$ cat config.mk
export PLATFORM = sky130hd
export DESIGN_NAME = decoder_onehot_seq
export DESIGN_NICKNAME = d
export VERILOG_FILES = /design/src/rtl/decoder_pkg.sv /design/src/rtl/decoder_pulse_timer.sv /design/src/rtl/decoder_onehot_seq.sv
export SDC_FILE = /design/constraint.sdc
export NUM_CORES = 1
export LEC_CHECK = 0
export CAP_MARGIN = 20
export CORE_AREA = 2 2 39 41
export CTS_CLUSTER_SIZE = 24
export DETAILED_ROUTE_END_ITERATION = 10
export DIE_AREA = 0 0 41 43
export GPL_ROUTABILITY_DRIVEN = 1
export PLACE_DENSITY = 0.64
export REMOVE_ABC_BUFFERS = 1
export SYNTH_ARGS = -nofsm -noshare
export SYNTH_HDL_FRONTEND = slang
export SYNTH_HIERARCHICAL = 1
export SYNTH_SLANG_ARGS = --single-unit
$ cat constraint.sdc
create_clock -name clk -period 2.09 [get_ports clk]
set_clock_uncertainty 0.15 [all_clocks]
set_input_delay 0.418 -clock clk [delete_from_list [all_inputs] [get_ports clk]]
set_output_delay 0.418 -clock clk [all_outputs]
set_load 0.02 [all_outputs]
$ cat src/rtl/decoder_pkg.sv
`default_nettype none
// +----------------------------------------------------------------------------+
// | decoder_pkg                                                                |
// | State encoding, one-hot decode and counter-width helpers for the decoder. |
// | Revision: 1.0                                                              |
// +----------------------------------------------------------------------------+
package decoder_pkg;

  localparam logic [1:0] IDLE  = 2'd0;
  localparam logic [1:0] HOLD  = 2'd1;
  localparam logic [1:0] PULSE = 2'd2;

  typedef enum logic [1:0] {
    ST_IDLE  = IDLE,
    ST_HOLD  = HOLD,
    ST_PULSE = PULSE
  } state_e;

  // Widest one-hot vector the helper produces; callers slice the low NUM_OUT bits.
  localparam int ONEHOT_MAX_W = 64;

  function automatic logic [ONEHOT_MAX_W-1:0] onehot(input int sel, input int num_out);
    logic [ONEHOT_MAX_W-1:0] v;
    v = '0;
    for (int i = 0; i < ONEHOT_MAX_W; i++) begin
      v[i] = (i < num_out) && (i == sel);
    end
    return v;
  endfunction

  function automatic int cnt_width(input int len);
    return (len > 2) ? $clog2(len) : 1;
  endfunction

endpackage
`default_nettype wire

$ cat src/rtl/decoder_pulse_timer.sv
`default_nettype none
// +----------------------------------------------------------------------------+
// | decoder_pulse_timer                                                        |
// | Down-counter for pulse-mode strobes: load, decrement to zero, clear.      |
// | Revision: 1.0                                                              |
// +----------------------------------------------------------------------------+
module decoder_pulse_timer #(
  parameter int CNT_W = 2
) (
  input  logic             clk,
  input  logic             rst_n,
  input  logic             i_load,
  input  logic [CNT_W-1:0] i_load_val,
  input  logic             i_clear,
  output logic             o_done,
  output logic             o_active
);

  logic [CNT_W-1:0] r_cnt;

  // Clear wins over load so an enable drop never leaves a stale count behind.
  always_ff @(posedge clk or negedge rst_n) begin
    if (!rst_n) begin
      r_cnt <= '0;
    end else if (i_clear) begin
      r_cnt <= '0;
    end else if (i_load) begin
      r_cnt <= i_load_val;
    end else if (r_cnt != '0) begin
      r_cnt <= r_cnt - CNT_W'(1);
    end
  end

  assign o_done   = (r_cnt == '0);
  assign o_active = (r_cnt != '0);

endmodule
`default_nettype wire

$ cat src/rtl/decoder_onehot_seq.sv
`default_nettype none
// +----------------------------------------------------------------------------+
// | decoder_onehot_seq                                                         |
// | Registered binary-to-one-hot decoder with handshake, hold/pulse modes.    |
// | Optional macro DECODER_OOR_CHECK_EN: 1-cycle err_o on out-of-range select. |
// | Revision: 1.0                                                              |
// +----------------------------------------------------------------------------+
module decoder_onehot_seq
  import decoder_pkg::*;
#(
  parameter int SEL_W     = 2,
  parameter int NUM_OUT   = 4,
  parameter int PULSE_LEN = 4
) (
  input  logic               clk,
  input  logic               rst_n,
  input  logic               en_i,
  input  logic               mode_i,
  input  logic               in_valid_i,
  output logic               in_ready_o,
  input  logic [SEL_W-1:0]   sel_i,
  output logic [NUM_OUT-1:0] y_o,
  output logic               busy_o,
  output logic               err_o
);

  localparam int                 c_cnt_w      = cnt_width(PULSE_LEN);
  localparam logic [c_cnt_w-1:0] c_pulse_load = c_cnt_w'(PULSE_LEN - 1);

  state_e                    r_state;
  state_e                    w_state_nxt;
  logic [NUM_OUT-1:0]        r_y;
  logic [NUM_OUT-1:0]        w_y_nxt;
  logic [ONEHOT_MAX_W-1:0]   w_dec_full;
  logic [NUM_OUT-1:0]        w_dec;
  logic                      w_in_range;
  logic                      w_accept;
  logic                      w_load;
  logic                      w_clear;
  logic                      w_oor;
  logic                      w_done;
  logic                      w_active;
  logic                      w_unused;

  assign w_dec_full = onehot(32'(sel_i), NUM_OUT);
  assign w_dec      = w_dec_full[NUM_OUT-1:0];
  assign w_in_range = |w_dec;
  assign w_unused   = &{1'b0, w_dec_full[ONEHOT_MAX_W-1:NUM_OUT], w_active};

  assign in_ready_o = (r_state != ST_PULSE) | w_done;
  assign w_accept   = in_valid_i & in_ready_o;

  decoder_pulse_timer #(
    .CNT_W (c_cnt_w)
  ) u_timer (
    .clk        (clk),
    .rst_n      (rst_n),
    .i_load     (w_load),
    .i_load_val (c_pulse_load),
    .i_clear    (w_clear),
    .o_done     (w_done),
    .o_active   (w_active)
  );

  always_ff @(posedge clk or negedge rst_n) begin
    if (!rst_n) begin
      r_state <= ST_IDLE;
      r_y     <= '0;
    end else begin
      r_state <= w_state_nxt;
      r_y     <= w_y_nxt;
    end
  end

  always_comb begin
    w_state_nxt = r_state;
    w_y_nxt     = r_y;
    w_load      = 1'b0;
    w_clear     = 1'b0;
    w_oor       = 1'b0;
    if (w_accept && en_i && w_in_range) begin
      // New code replaces the old one on a single edge, so there is never a zero gap.
      w_y_nxt = w_dec;
      if (mode_i) begin
        w_state_nxt = ST_PULSE;
        w_load      = 1'b1;
      end else begin
        w_state_nxt = ST_HOLD;
        w_clear     = 1'b1;
      end
    end else if (w_accept || !en_i) begin
      w_state_nxt = ST_IDLE;
      w_y_nxt     = '0;
      w_clear     = 1'b1;
      w_oor       = w_accept & en_i;
    end else begin
      case (r_state)
        ST_IDLE: begin
          w_y_nxt = '0;
        end
        ST_HOLD: begin
          w_y_nxt = r_y;
        end
        ST_PULSE: begin
          if (w_done) begin
            w_state_nxt = ST_IDLE;
            w_y_nxt     = '0;
            w_clear     = 1'b1;
          end
        end
        default: begin
          w_state_nxt = ST_IDLE;
          w_y_nxt     = '0;
          w_clear     = 1'b1;
        end
      endcase
    end
  end

  assign y_o    = r_y;
  assign busy_o = (r_state == ST_PULSE);

`ifdef DECODER_OOR_CHECK_EN
  logic r_err;

  always_ff @(posedge clk or negedge rst_n) begin
    if (!rst_n) begin
      r_err <= 1'b0;
    end else begin
      r_err <= w_oor;
    end
  end

  assign err_o = r_err;
`else
  logic w_unused_oor;

  assign w_unused_oor = w_oor;
  assign err_o        = 1'b0;
`endif

endmodule
`default_nettype wire
==> results_tabular.tex <==
% Auto-generated results table
\begin{tabular}{lr}
\hline
Metric & Value \\
\hline
\multicolumn{2}{l}{\textbf{Outcome}} \\
Run status & completed \\
\multicolumn{2}{l}{\textbf{Power}} \\
Net switching share of the total power & 27.04\% \\
Net switching power & 100.1 uW \\
Part of the total power dissipated in combinational logic & 22.7\% \\
Internal cell power & 270.1 uW \\
IR drop worst, VDD & 0.3199 mV \\
\multicolumn{2}{l}{\textbf{Worst setup path}} \\
Series of cell instances along the critical path & inv\_1 > ha\_2 > or3b\_4 > buf\_2 \\
CP Class & reg -> out \\
Max stage delay on crit path & 0.40 ns \\
Cell at the slowest stage of the critical path & sky130\_fd\_sc\_hd\_\_or3b\_4 \\
Number of buffer and inverter instances along the worst setup path & 2 \\
Launching element of the worst setup path & u\_timer/r\_cnt[1] \\
Arrival time reported for the critical path endpoint & 1.40 ns \\
Kind of cell adding the most delay to the critical path & simple AND/OR/NAND/NOR gates \\
Max FO, Critical Path & 4 \\
Worst-case reg-to-reg path depth & 7 \\
CP Depth & 4 \\
Type of destination of the critical path & output port \\
\multicolumn{2}{l}{\textbf{Clocking}} \\
Clock tree from TritonCTS & built \\
Clk ins delay skew pair & 0.25 ns \\
Clock transition at the register clock pins on the worst setup and hold paths after CTS & 0.06 ns \\
Number of clock sinks & 8 \\
\multicolumn{2}{l}{\textbf{Logic synthesis}} \\
Post-synthesis average cell area & 9.610 um\^{}2 \\
\multicolumn{2}{l}{\textbf{Global route}} \\
Number of antenna violations at the first check in global routing & 0 \\
Number of global-route vias before repair & 356 \\
Remaining Overflow, GRT & 0 \\
Pin count of the biggest net entering global routing & 9 \\
\multicolumn{2}{l}{\textbf{Job}} \\
Number of max-cap violations & 0 \\
Stage-log warning count & 25 \\
\multicolumn{2}{l}{\textbf{Routing}} \\
First-pass iteration count of the detailed router & 3 \\
DRC violation count after routing & 0 \\
\multicolumn{2}{l}{\textbf{Placement}} \\
RD Place Congestion & 0.7386 \\
Area after DPL & 609.3 um\^{}2 \\
Number of I/O port buffers & 12 \\
\multicolumn{2}{l}{\textbf{STA}} \\
Number of hold violations in the final report & 0 \\
Total count of max-transition violations in the final report & 0 \\
\multicolumn{2}{l}{\textbf{Cells and area}} \\
Sequential standard cell area & 200.2 um\^{}2 \\
Antenna Cells & 0 \\
\multicolumn{2}{l}{\textbf{Floorplan}} \\
Core outline area & 1384 um\^{}2 \\
FP Util & 32.64\% \\
I/O pin count & 14 \\
\multicolumn{2}{l}{\textbf{Min path}} \\
Kind of path behind the tightest hold check & in -> async \\
\hline
\end{tabular}
-- stage by stage --
step	utilization, %	hold slack (ns)	setup slack [ns]	total power, mW	instances
final	45.84	0.3072	0.1198	0.3702	80
after global routing	45.84	0.3397	0.02664	0.3957	80
after CTS	45.30	0.3196	0.001800	0.3742	80
after detailed placement	44.03	0.3729	-0.05490	0.2538	77
after global placement	44.03	0.3808	-0.01633	0.2515	77
after floorplan	-	-0.02759	0.1597	0.2121	45
-- sequential cells by signal, indices dropped and copies added, names as in the netlist --
| register | flops |
|---|---|
| y_o | 4 |
| r_state | 2 |
| u_timer/r_cnt | 2 |
-- metal layers --
metal / part of all wire [%] / vias up / wire, um
met5: 0 / - / 0
met4: 1.4 / 0 / 15
met3: 2.6 / 2 / 27
met2: 54 / 5 / 569
met1: 41 / 177 / 433
li1: - / 190 / -
-- power by group through the flow --
stage / clock [mW] / sequential, mW / combinational [mW]
3_3_place_gp: 0 / 0.170 / 0.0811
3_5_place_dp: 0 / 0.171 / 0.0831
4_1_cts: 0.123 / 0.168 / 0.0832
2_1_floorplan: 0 / 0.173 / 0.0387
6_report: 0.118 / 0.168 / 0.0839
5_1_grt: 0.135 / 0.169 / 0.0923
-- repair_timing --
action	CTS	global route
gates resized	4	3
hold endpoints to repair	0	0
pin swaps	0	1
hold buffers	0	0
endpoints found under the setup margin	1	3
-- worst min-delay path by stage --
stage	end	cells after the start
floorplan	r_state[0]	0
global placement	y_o[0]	2
detailed placement	y_o[0]	2
CTS	r_state[0]	1
global route	u_timer/r_cnt[1]	1
finish	u_timer/r_cnt[1]	1
-- layout make-up --
class	instances	area share, %
clock buffers	3	3.550
flip-flops and latches	8	31.56
inverters	4	2.367
multi-input cells	33	36.09
well taps	16	3.156
repair buffers	16	23.27
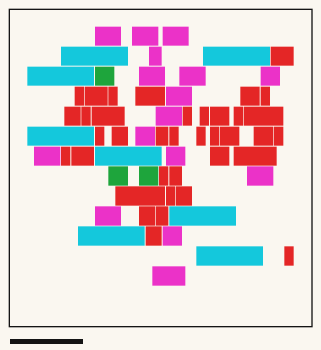
Figure 1: cells colored by class.
The bar under the picture is 10 um long.
| color | class | cells | share of their area |
|---|---|---|---|
| red | combinational and other logic | 37 | 40% |
| cyan | sequential cells | 8 | 33% |
| magenta | remaining buffers and delay cells | 16 | 24% |
| green | clock drivers | 3 | 3.7% |
final cell area excluding filler cells: 634.4 um^2
final core utilization: 45.84%

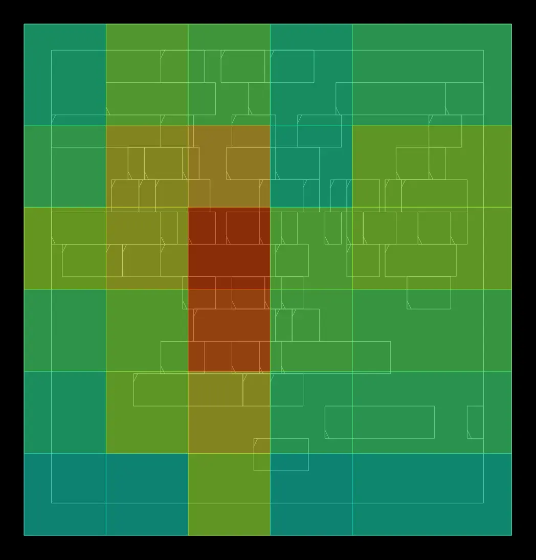
Figure 2: routing congestion map.
GR Layer Usage met1: 15.95%
met2 demand-to-capacity share in global routing: 22.19%
met3 Track Usage GR: 4.712%

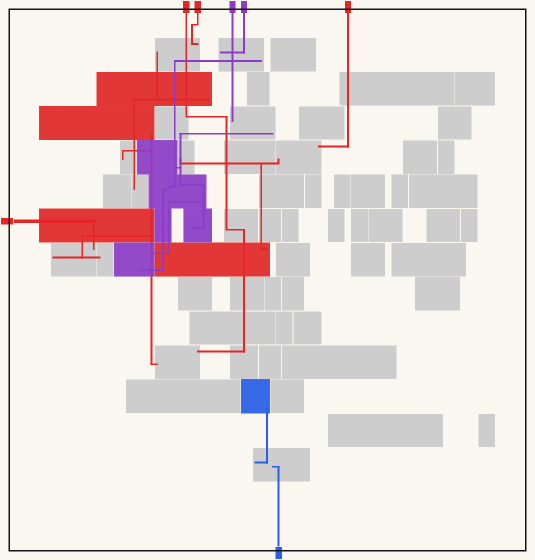
Figure 3: I/O nets highlighted.
| color | port | bits | direction | edge | end cells | buffers | wire |
|---|---|---|---|---|---|---|---|
| red | y_o | 4 | output | 3 top, 1 left | 4 | 4 | 125 um |
| blue | busy_o | 1 | output | bottom | 1 | 1 | 12.1 um |
| purple | sel_i | 2 | input | top | 5 | 2 | 67.3 um |

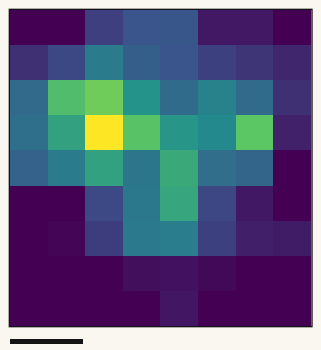
Figure 4: signal metal coverage by tile.
The bar under the picture is 10 um long. 8 x 9 tiles, from dark purple (low) to yellow (high), scaled to the fullest tile. Values are wire area over tile area, all layers added.
emptiest ninth of the die: lower left
densest ninth of the die: center
tiles over half the peak: 15%
fullest tile: 0.39
mean over tiles: 0.091
overall routing resource usage: 14.50%
average wire per cell in the routed design: 13.06 um
routed via count: 374
overall routed net length: 1045 um

Power figures rest on the tool's default switching activity, not on a simulated workload.
